==> config.mk <==
export PLATFORM = sky130hd
export DESIGN_NAME = repetition_codec_stream
export DESIGN_NICKNAME = d
export VERILOG_FILES = /design/src/rtl/repetition_codec_pkg.sv /design/src/rtl/repetition_vote_group.sv /design/src/rtl/repetition_codec_stream.sv
export SDC_FILE = /design/constraint.sdc
export NUM_CORES = 1
export LEC_CHECK = 0
export ABC_AREA = 0
export CAP_MARGIN = 40
export CELL_PAD_IN_SITES_DETAIL_PLACEMENT = 0
export CELL_PAD_IN_SITES_GLOBAL_PLACEMENT = 1
export CORE_ASPECT_RATIO = 2
export CORE_MARGIN = 1
export CORE_UTILIZATION = 30
export CTS_CLUSTER_SIZE = 16
export DETAILED_ROUTE_END_ITERATION = 10
export DONT_BUFFER_PORTS = 1
export PLACE_DENSITY = 0.59
export SLEW_MARGIN = 20
export SYNTH_ARGS = -nofsm -noshare
export SYNTH_HDL_FRONTEND = slang
export SYNTH_SLANG_ARGS = --single-unit
==> constraint.sdc <==
create_clock -name clk -period 7.5 [get_ports clk]
set_input_delay 0.75 -clock clk [delete_from_list [all_inputs] [get_ports clk]]
set_output_delay 0.75 -clock clk [all_outputs]
set_load 0.01 [all_outputs]
**Run 1: cells by drive strength**

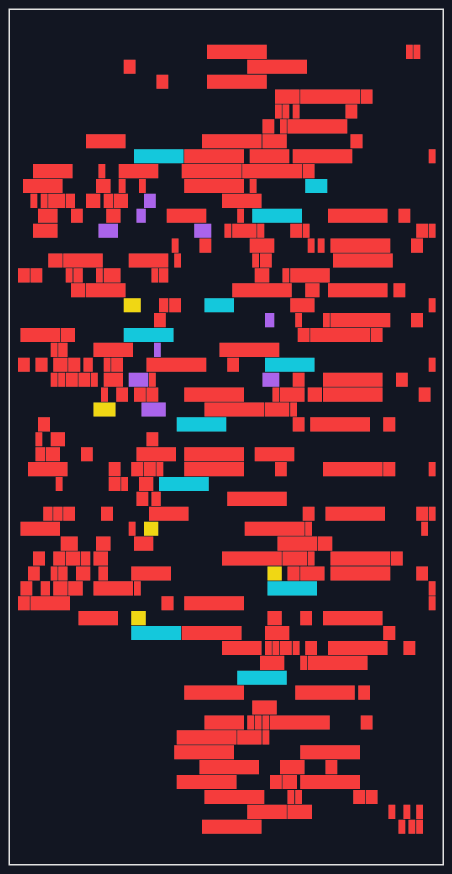
x6 and larger: drawn in cyan, cells 11, share 3.6%, most used clkbuf_16. x3 and x4: drawn in yellow, cells 5, share 1.7%, most used clkinvlp_4. x1 and smaller: drawn in red, cells 277, share 92%, most used edfxtp_1. x2: drawn in purple, cells 9, share 3.0%.
Final Instance Area: 3770 um^2
Syn-to-layout area delta: 6.27%
Final Worst Setup Slack: 4.63 ns
nonclk buf count: 2

**Run 1: wiring by layer**

Only two layers are drawn.
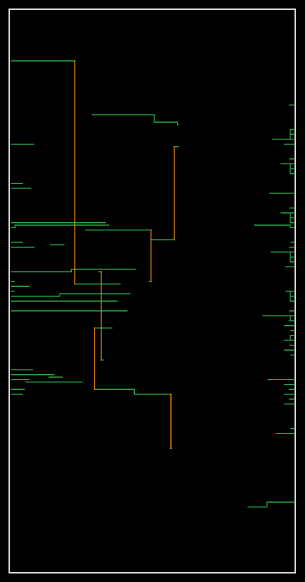
M3: drawn in green, wire length 509 um. M4: drawn in orange, wire length 158 um.
overall via count from detail_route: 1999
overall routed net length: 6660 um

**Run 1: logic cells by family**

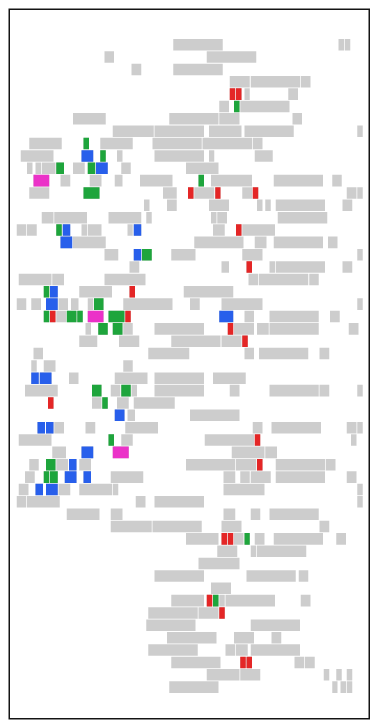
aoi and oai cells: drawn in blue, cells 20, where left middle. inv cells: drawn in red, cells 21. mux cells: drawn in magenta, cells 3. nand cells: drawn in green, cells 26.
non-filler instance count after layout: 444
most common library cell in the layout ignoring fill and taps: sky130_fd_sc_hd__edfxtp_1

**Run 1: routing congestion**

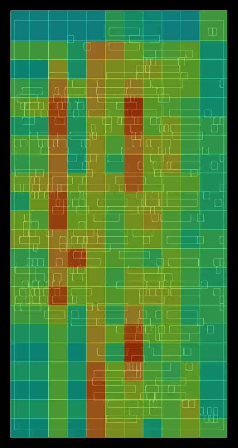
global routing's busiest layer: met2
GR Util met3: 4.15%

==> flow_summary.toml, run 1 <==
# physical design summary
[clocking]
clkTransAtPathRegs_ns = 0.05
htree_levels = 3
cts-resized-gates = 0
root_buffer = "sky130_fd_sc_hd__clkbuf_16"

[floorplanning]
rows = 55
core_area_um2 = 11400
fp_util_pct = 31.1

[finish]
final_layout_size_suffix_gt1_share_pct = 8.28
clock_area_share_pct = 7.16
largest_reg_flops = 24
seq_cell_count = 68
comb_area_um2 = 1360
num-clock-buffers = 10

[yosys]
yosys.area.top_type_share_pct = 42.3
ys_sh_adder_pct = 10.1
postSynthAreaPerCell_um2 = 11.4
numSynthFlops = 68
synth_area_leader_cell = "sky130_fd_sc_hd__edfxtp_1"
xor_share_synth_pct = 0.493
yosys_area_um2 = 3550
synthMostInstantiatedCell = "sky130_fd_sc_hd__edfxtp_1"
synth.yosys.seq_area_share_pct = 52.4
ys_sh_mux_pct = 0.845

[power_and_ir_drop]
switching_fraction_of_total_power_pct = 22.8
power.ir.vdd_worst_uv = 90.2
power.static_leakage_uw = 0.00140
power_uw = 857
comb_cell_power_uw = 51.8

[routing]
drc_errors_left = 0
route.layer.met1.wl_um = 2200
wl_met2_um = 3790

[critical_path]
endpoint_kind_of_the_worst_setup_timing_path = "register"
max_stage_delay_ns = 0.56

[min_path]
worst_hold_path.num_cells = 1

[status]
run_status = "complete, no violations"

[placement]
gp_congestion = 0.761

[timing]
final_hold_viol_count = 0

[grt]
via_count_of_the_first_global_routing_pass = 1936
use_met1_pct = 10.0
maximum_number_of_pins_on_one_net_before_global_route_repair = 30

[flow_run]
maxCapViolations = 0
**Run 1: sequential cells colored by netlist name**

The bar under the picture is 20 um long.
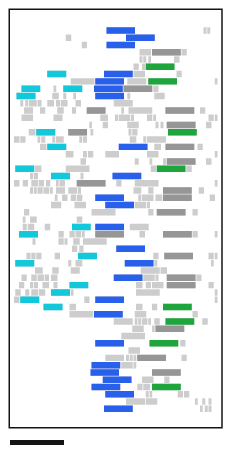

--- run 2 (diff from run 1) ---
Settings changed: PLACE_DENSITY 0.59 to 0.61.
Clock period 7.5 ns to 2.3 ns, I/O delays scaled along.
**Run 2: sequential cells colored by netlist name**

The bar under the picture is 20 um long.
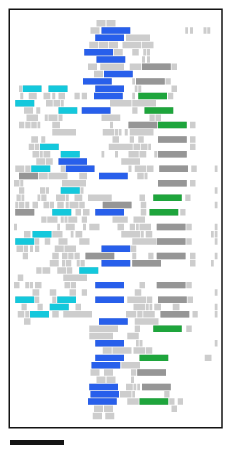
corr_acc: drawn in cyan, sequential cells 16. err_p2: drawn in green, sequential cells 8. data_p1: drawn in blue, sequential cells 24.
Another 20 sequential cells are not colored.
utilization after layout: 37.4%
sequential share of cell area: 43.6%
combined flip-flop and latch cell area: 1860 um^2
reported sequential group power: 1390 uW

**Run 2: logic cells by family**

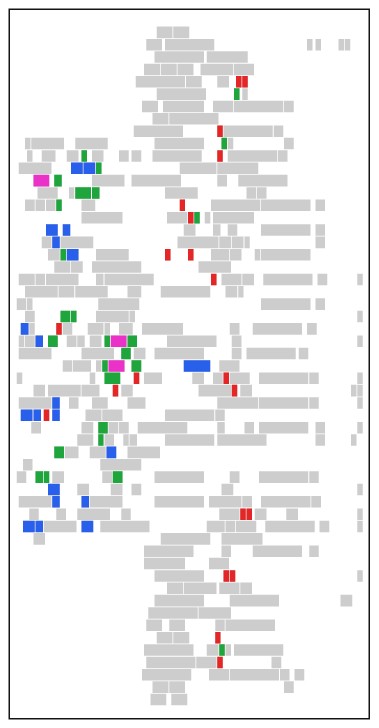
inv cells: drawn in red, cells 21. nand cells: drawn in green, cells 26. aoi and oai cells: drawn in blue, cells 20. mux cells: drawn in magenta, cells 3.
non-filler instance count after layout: 486
Comb area share: 33.1%

==> flow_summary.toml, run 2 <==
# physical design summary
[status]
run_status = "complete, but fails checks"
violated_checks = "negative setup slack"

[power_and_ir_drop]
comb_cell_power_uw = 256
power.ir.vdd_worst_uv = 316
power.static_leakage_uw = 0.00162
power_uw = 3090

[critical_path]
max_stage_delay_ns = 0.61
endpoint_kind_of_the_worst_setup_timing_path = "register"

[yosys]
xor_share_synth_pct = 0.493
numSynthFlops = 68
synthMostInstantiatedCell = "sky130_fd_sc_hd__edfxtp_1"
ys_sh_mux_pct = 0.845
postSynthAreaPerCell_um2 = 11.4
ys_sh_adder_pct = 10.1

[finish]
final_instance_area_um2 = 4270
seq_cell_count = 68
final_layout_size_suffix_gt1_share_pct = 15.1
buffers_excl_clock = 44
largest_reg_flops = 24

[grt]
groute.layer.met3.usage_pct = 3.45
maximum_number_of_pins_on_one_net_before_global_route_repair = 29
use_met1_pct = 11.8

[timing]
final_hold_viol_count = 0
timing.final.setup_violations = 17
setup_slack_ns = -0.285

[placement]
gp_congestion = 0.790

[clocking]
clkTransAtPathRegs_ns = 0.06
htree_levels = 3

[flow_run]
maxCapViolations = 0

[routing]
drc_errors_left = 0
**Run 2: metal 4**

The bar under the picture is 20 um long.
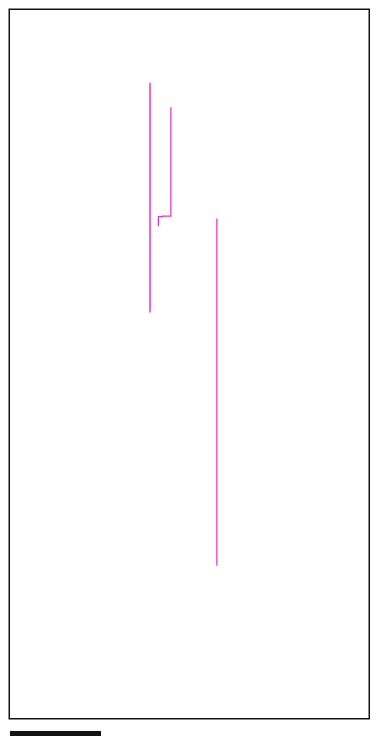
The layer holds 2.3% of the routed length. 2 nets have wire on it. The layer carries 155 um of wire. The longest straight run is 76.2 um. The wires run mostly vertical.
overall routed net length: 6790 um
overall via count from detail_route: 2170

Power and IR drop assume default switching activity.
